--- src/rtl/act_lut_requester.sv ---
// Activation LUT requester: converts signed sums to LUT addresses, issues
// reads to the activation memory and returns results over valid/ready.
//
// Ports:
//   clk, rst_n             clock (rising edge) and async active-low reset
//   in_valid/in_ready      input handshake, in_sum = signed pre-activation
//   out_valid/out_ready    output handshake, out_act = mem_dout[23:0]
//   mem_din, mem_addr      read enable and signed address to the LUT
//   mem_dout               LUT read data, upper byte unused
//   sat_cnt                number of clamped inputs, saturating at 255
module act_lut_requester #(
    parameter int IN_W      = 16,
    parameter int SHIFT     = 4,
    parameter int MEM_LAT   = 1,
    parameter int BUF_DEPTH = 3
) (
    input  logic                   clk,
    input  logic                   rst_n,
    input  logic                   in_valid,
    output logic                   in_ready,
    input  logic signed [IN_W-1:0] in_sum,
    output logic                   out_valid,
    input  logic                   out_ready,
    output logic [23:0]            out_act,
    output logic                   mem_din,
    output logic [7:0]             mem_addr,
    input  logic [31:0]            mem_dout,
    output logic [7:0]             sat_cnt
);

    localparam int PW = (BUF_DEPTH > 1) ? $clog2(BUF_DEPTH) : 1;
    localparam int CW = $clog2(BUF_DEPTH + MEM_LAT + 2);

    localparam logic signed [IN_W-1:0] ADDR_MAX = IN_W'(127);
    localparam logic signed [IN_W-1:0] ADDR_MIN = ~ADDR_MAX;

    logic signed [IN_W-1:0] sh;
    logic                   hi;
    logic                   lo;
    logic [7:0]             addr_d;
    logic [7:0]             mem_addr_q;
    logic                   mem_din_q;
    logic [7:0]             sat_q;
    logic [7:0]             sat_d;

    logic [MEM_LAT:0]       vld_q;
    logic [23:0]            buf_q [BUF_DEPTH];
    logic [PW-1:0]          rd_q;
    logic [PW-1:0]          wr_q;
    logic [CW-1:0]          cnt_q;
    logic [CW-1:0]          cnt_d;
    logic [23:0]            last_q;

    logic [CW-1:0]          inflight;
    logic [CW-1:0]          credit;
    logic                   acc;
    logic                   wr;
    logic                   pop;
    logic                   unused_hi;

    assign unused_hi = ^mem_dout[31:24];

    assign sh     = in_sum >>> SHIFT;
    assign hi     = sh > ADDR_MAX;
    assign lo     = sh < ADDR_MIN;
    assign addr_d = hi ? 8'h7F : (lo ? 8'h80 : sh[7:0]);

    always_comb begin
        inflight = '0;
        for (int i = 0; i <= MEM_LAT; i++) begin
            inflight = inflight + CW'(vld_q[i]);
        end
    end

    assign out_valid = (cnt_q != '0);
    assign pop       = out_valid && out_ready;
    assign wr        = vld_q[MEM_LAT];

    // Credits cover both in-flight reads and buffered results, so a result
    // always has a free slot when it returns. A same-cycle pop frees one.
    assign credit   = inflight + cnt_q - CW'(pop);
    assign in_ready = rst_n && (credit < CW'(BUF_DEPTH));
    assign acc      = in_valid && in_ready;

    assign cnt_d = cnt_q + CW'(wr) - CW'(pop);
    assign sat_d = ((hi || lo) && (sat_q != 8'hFF)) ? sat_q + 8'd1 : sat_q;

    // Once drained, out_act keeps showing the last popped result.
    assign out_act  = out_valid ? buf_q[rd_q] : last_q;
    assign mem_din  = mem_din_q;
    assign mem_addr = mem_addr_q;
    assign sat_cnt  = sat_q;

    function automatic logic [PW-1:0] nxt(input logic [PW-1:0] p);
        return (p == PW'(BUF_DEPTH - 1)) ? '0 : p + 1'b1;
    endfunction

    always_ff @(posedge clk or negedge rst_n) begin
        if (!rst_n) begin
            mem_din_q  <= 1'b0;
            mem_addr_q <= '0;
            sat_q      <= '0;
            vld_q      <= '0;
            rd_q       <= '0;
            wr_q       <= '0;
            cnt_q      <= '0;
            last_q     <= '0;
            for (int i = 0; i < BUF_DEPTH; i++) begin
                buf_q[i] <= '0;
            end
        end else begin
            mem_din_q <= acc;
            if (acc) begin
                mem_addr_q <= addr_d;
                sat_q      <= sat_d;
            end
            vld_q[0] <= acc;
            for (int i = 1; i <= MEM_LAT; i++) begin
                vld_q[i] <= vld_q[i-1];
            end
            if (wr) begin
                buf_q[wr_q] <= mem_dout[23:0];
                wr_q        <= nxt(wr_q);
            end
            if (pop) begin
                last_q <= buf_q[rd_q];
                rd_q   <= nxt(rd_q);
            end
            cnt_q <= cnt_d;
        end
    end

endmodule

--- config.mk ---
export PLATFORM = sky130hd
export DESIGN_NAME = act_lut_requester
export DESIGN_NICKNAME = d
export VERILOG_FILES = /design/src/rtl/act_lut_requester.sv
export SDC_FILE = /design/constraint.sdc
export NUM_CORES = 1
export LEC_CHECK = 0
export CAP_MARGIN = 20
export CORE_MARGIN = 1
export CORE_UTILIZATION = 30
export DETAILED_ROUTE_END_ITERATION = 8
export GPL_ROUTABILITY_DRIVEN = 0
export PLACE_DENSITY = 0.53
export RECOVER_POWER = 25
export SETUP_SLACK_MARGIN = 0.4
export SYNTH_ARGS = -nofsm -noshare
export SYNTH_HDL_FRONTEND = slang
export SYNTH_SLANG_ARGS = --single-unit
--- constraint.sdc ---
create_clock -name clk -period 4.6 [get_ports clk]
set_input_delay 1.15 -clock clk [delete_from_list [all_inputs] [get_ports clk]]
set_output_delay 1.15 -clock clk [all_outputs]
set_load 0.05 [all_outputs]
Port wiring:
The bar under the picture is 50 um long.
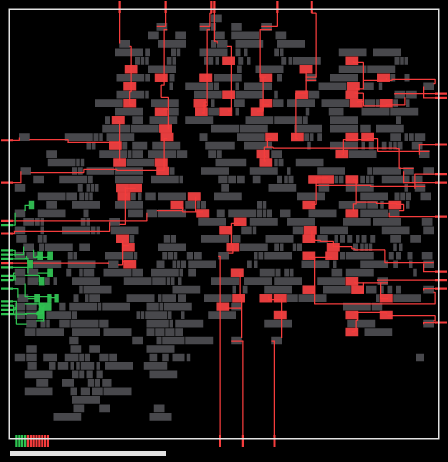
red -> `mem_dout`  # bits 32, direction input, edge 11 bottom, 10 right, 6 top, 5 left, end cells 72, buffers 24, wire 1240 um
green -> `in_sum`  # bits 16, direction input, edge 12 left, 4 bottom, end cells 11, buffers 12, wire 129 um

Cells colored by class:
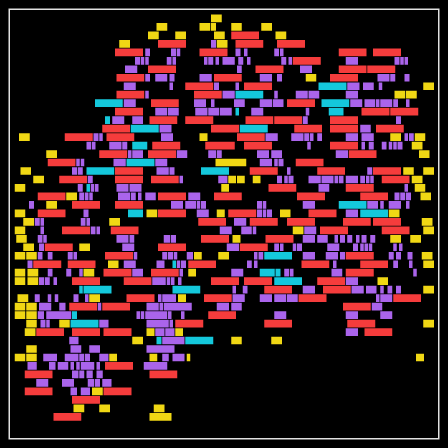
purple -> remaining logic cells  # cells 333, share of their area 34%
yellow -> remaining buffers and delay cells  # cells 98, share of their area 14%
red -> registers  # cells 121, share of their area 44%
cyan -> clock drivers and dummy loads  # cells 29, share of their area 7.5%

## flip-flops by register name, indices dropped and copies added, names as in the netlist
| signal | flops |
|---|---|
| buf_q | 72 |
| cnt_q | 3 |
| last_q | 24 |
| mem_addr | 8 |
| rd_q | 2 |
| sat_cnt | 8 |
| vld_q | 2 |
| wr_q | 2 |
## final cells by class
class / count / area, um2 / share of cell area
tap: 229 / 287 / 0.0400
clock inverter: 4 / 20.0 / 0.00280
inverter: 13 / 48.8 / 0.00682
multi-input combinational: 320 / 2320 / 0.324
clock buffer: 25 / 495 / 0.0692
sequential: 121 / 3030 / 0.423
timing repair buffer: 98 / 960 / 0.134
## per-layer routing
layer / up-vias / global-route usage / routed length [um]
met4: 0 / 0.0330 / 108
li1: 1843 / - / -
met5: - / 0 / 0
met3: 12 / 0.0537 / 796
met1: 1853 / 0.182 / 5640
met2: 100 / 0.231 / 5850
## kinds of logic after synthesis
logic type / Yosys count / synth area share
AND-OR/OR-AND: 93 / 0.0856
flip-flops: 121 / 0.551
AND/OR/NAND/NOR: 112 / 0.0956
buffers and inverters: 42 / 0.0310
XOR/XNOR: 9 / 0.0173
multiplexers: 99 / 0.199
adder cells (fa/ha/maj): 7 / 0.0200
## per-stage QoR
step	util	worst slack, ps
final	0.399	488
after global routing	0.399	229
after CTS	0.397	406
after detailed placement	0.368	31.9
after global placement	0.368	33.6
after floorplan	-	506
## how the worst max path moves through the flow
stage	start	end	slack [ps]	cells after the start
2_1_floorplan	out_ready	in_ready	510	8
3_3_place_gp	out_ready	in_ready	30	10
3_5_place_dp	out_ready	in_ready	30	10
4_1_cts	cnt_q[0]	in_ready	410	10
5_1_grt	rst_n	sat_cnt[7]	230	6
6_report	out_ready	in_ready	490	10
## worst max-delay path: stages
cell and delay (ps):
sky130_fd_sc_hd__buf_2 120, sky130_fd_sc_hd__nand2_2 60, sky130_fd_sc_hd__inv_1 110, sky130_fd_sc_hd__ha_4 210, sky130_fd_sc_hd__fa_1 350, sky130_fd_sc_hd__inv_1 80
sky130_fd_sc_hd__fa_1 420, sky130_fd_sc_hd__nand2b_1 120, sky130_fd_sc_hd__and3_4 210, sky130_fd_sc_hd__buf_12 130
## repair_timing
| item | in CTS | in global routing |
|---|---|---|
| hold endpoints to repair | 0 | 0 |
| gates cloned | 0 | 0 |
| resized | 5 | 2 |
| buffers inserted | 1 | 0 |
| pin swaps | 1 | 2 |
| setup endpoints to repair | 1 | 1 |
==> report_table.html <==
<h3>Run summary</h3>
<table>
<tr><th>Metric</th><th>Value</th></tr>
<tr><th colspan="2">Place</th></tr>
<tr><td>Number of buffers inserted by port buffering</td><td>82</td></tr>
<tr><td>HPWL reported at the end of detailed placement</td><td>8000 um</td></tr>
<tr><td>Placed cell area</td><td>0.00661 mm2</td></tr>
<tr><td>Number of placed instances, taps included</td><td>779</td></tr>
<tr><th colspan="2">Synth</th></tr>
<tr><td>Seq/Total Area, Yosys</td><td>0.551</td></tr>
<tr><td>Chip area line of the yosys report</td><td>0.00550 mm2</td></tr>
<tr><td>Tally of unique sky130hd cells used after synthesis</td><td>33</td></tr>
<tr><td>Top-count cell post-synth</td><td>sky130_fd_sc_hd__dfrtp_1</td></tr>
<tr><td>EDFF count, synth</td><td>0</td></tr>
<tr><td>Main area contributors</td><td>sky130_fd_sc_hd__dfrtp_1 55%, sky130_fd_sc_hd__mux2_2 15%, sky130_fd_sc_hd__a21oi_1 4.4%</td></tr>
<tr><td>Max-area cell share</td><td>0.551</td></tr>
<tr><td>Per-instance average area after synthesis</td><td>11.4 um2</td></tr>
<tr><td>Synth Register Bits</td><td>121</td></tr>
<tr><td>Cell type with the highest aggregate area in the netlist</td><td>sky130_fd_sc_hd__dfrtp_1</td></tr>
<tr><td>Post-Syn Area</td><td>0.00550 mm2</td></tr>
<tr><td>Post-Synthesis Net Count</td><td>542</td></tr>
<tr><td>Synth cell count leaders</td><td>121 x sky130_fd_sc_hd__dfrtp_1, 72 x sky130_fd_sc_hd__mux2_2, 49 x sky130_fd_sc_hd__nor2_1, 48 x sky130_fd_sc_hd__a21oi_1, 42 x sky130_fd_sc_hd__o21ai_0</td></tr>
<tr><td>Share of async-settable or async-resettable flops after synthesis</td><td>1.00</td></tr>
<tr><td>Synth warnings</td><td>0</td></tr>
<tr><td>Primary FF master, synth</td><td>sky130_fd_sc_hd__dfrtp_1</td></tr>
<tr><td>Mapped Cells</td><td>483</td></tr>
<tr><th colspan="2">STA</th></tr>
<tr><td>Fraction of the cycle the final worst path needs</td><td>0.894</td></tr>
<tr><td>Max transition margin</td><td>-0.606</td></tr>
<tr><td>RSZ-0062 raised after global routing</td><td>no</td></tr>
<tr><td>Final Hold Viols</td><td>0</td></tr>
<tr><td>Achievable clock frequency</td><td>243 MHz</td></tr>
<tr><td>Worst setup skew after layout</td><td>4.78 ps</td></tr>
<tr><td>TNS Setup</td><td>0 ps</td></tr>
<tr><td>Clock period minus worst slack</td><td>4110 ps</td></tr>
<tr><td>Final Max Slew Viols</td><td>45</td></tr>
<tr><td>Number of setup violations in the final report</td><td>0</td></tr>
<tr><td>Pin slew with the least headroom to its limit</td><td>2410 ps</td></tr>
<tr><td>Worst hold margin</td><td>399 ps</td></tr>
<tr><th colspan="2">Worst setup path</th></tr>
<tr><td>R2r worst-path depth</td><td>13</td></tr>
<tr><td>Setup crit end kind</td><td>output port</td></tr>
<tr><td>Setup crit start kind</td><td>input pin</td></tr>
<tr><td>Signal arrival time at the worst endpoint</td><td>2960 ps</td></tr>
<tr><td>Capturing point of the worst reg2reg path</td><td>sat_cnt[7]</td></tr>
<tr><td>Required arrival time at the worst endpoint</td><td>3450 ps</td></tr>
<tr><td>Start-to-end type of the worst setup path</td><td>input pin to output port</td></tr>
<tr><th colspan="2">Clock tree</th></tr>
<tr><td>Post-cts hold-fix buffer tally</td><td>0</td></tr>
<tr><td>CTS HTree Levels</td><td>4</td></tr>
<tr><td>Clk latency late pin</td><td>410 ps</td></tr>
<tr><td>Buffer levels on the longest clock path</td><td>2</td></tr>
<tr><td>Total clock buffers created by CTS</td><td>17</td></tr>
<tr><td>TritonCTS clock tree</td><td>done</td></tr>
<tr><td>Root buf cell</td><td>sky130_fd_sc_hd__clkbuf_16</td></tr>
<tr><td>CTS sink count</td><td>121</td></tr>
<tr><th colspan="2">Hold path</th></tr>
<tr><td>Beginning of the worst hold path</td><td>vld_q[0]</td></tr>
<tr><td>Cell depth of the worst hold path</td><td>0</td></tr>
<tr><td>Type of the worst min-delay path</td><td>register to register</td></tr>
<tr><th colspan="2">Floorplan</th></tr>
<tr><td>Die X-Extent</td><td>137 um</td></tr>
<tr><td>Floorplan row count</td><td>49</td></tr>
<tr><td>Count of boundary I/O pins</td><td>95</td></tr>
<tr><td>Effective utilization at floorplan</td><td>0.306</td></tr>
<tr><td>DIE HEIGHT</td><td>137 um</td></tr>
<tr><td>Total die size</td><td>0.0189 mm2</td></tr>
<tr><th colspan="2">Routing</th></tr>
<tr><td>Number of vias per cell</td><td>4.70</td></tr>
<tr><td>Post-DRT Antenna Nets</td><td>0</td></tr>
<tr><td>Starting DRT DRC Count</td><td>113</td></tr>
<tr><td>DRC Markers</td><td>0</td></tr>
<tr><td>First-pass DRT Iterations</td><td>4</td></tr>
<tr><td>DR vias</td><td>3808</td></tr>
<tr><td>WL/cell</td><td>15.3 um</td></tr>
<tr><td>Post-detailed-routing wire length</td><td>12400 um</td></tr>
<tr><th colspan="2">Flow run</th></tr>
<tr><td>Tool Warnings</td><td>38</td></tr>
<tr><td># Max-Cap Violations</td><td>1</td></tr>
<tr><th colspan="2">Global route</th></tr>
<tr><td>Via count of the first global-routing pass</td><td>3981</td></tr>
<tr><td>Overall Global Routing Usage</td><td>0.143</td></tr>
<tr><td>Largest net degree at the start of global routing</td><td>80</td></tr>
<tr><td>Number of antenna violations at the first check in global routing</td><td>0</td></tr>
<tr><td>Global-route wire length before repair</td><td>20200 um</td></tr>
<tr><th colspan="2">Run status</th></tr>
<tr><td>Violations in the final reports</td><td>capacitance limit, slew limit</td></tr>
<tr><td>Status</td><td>complete, but fails checks</td></tr>
<tr><th colspan="2">Finish</th></tr>
<tr><td>Top logic cell by instance count in the layout</td><td>sky130_fd_sc_hd__dfrtp_1</td></tr>
<tr><td>Area delta synth-&gt;final</td><td>30.3%</td></tr>
<tr><td>Count of filler cells inserted in the layout</td><td>1704</td></tr>
<tr><td>Design area</td><td>0.00716 mm2</td></tr>
<tr><td>Leading cell types in the layout, fill and taps excluded</td><td>120 x sky130_fd_sc_hd__dfrtp_1, 77 x sky130_fd_sc_hd__clkdlybuf4s50_1, 72 x sky130_fd_sc_hd__mux2_2</td></tr>
<tr><td>Non-filler instance count after layout</td><td>810</td></tr>
<tr><td>Fraction of layout instances using a drive strength above 1</td><td>0.224</td></tr>
<tr><td>NumNets Final</td><td>630</td></tr>
</table>
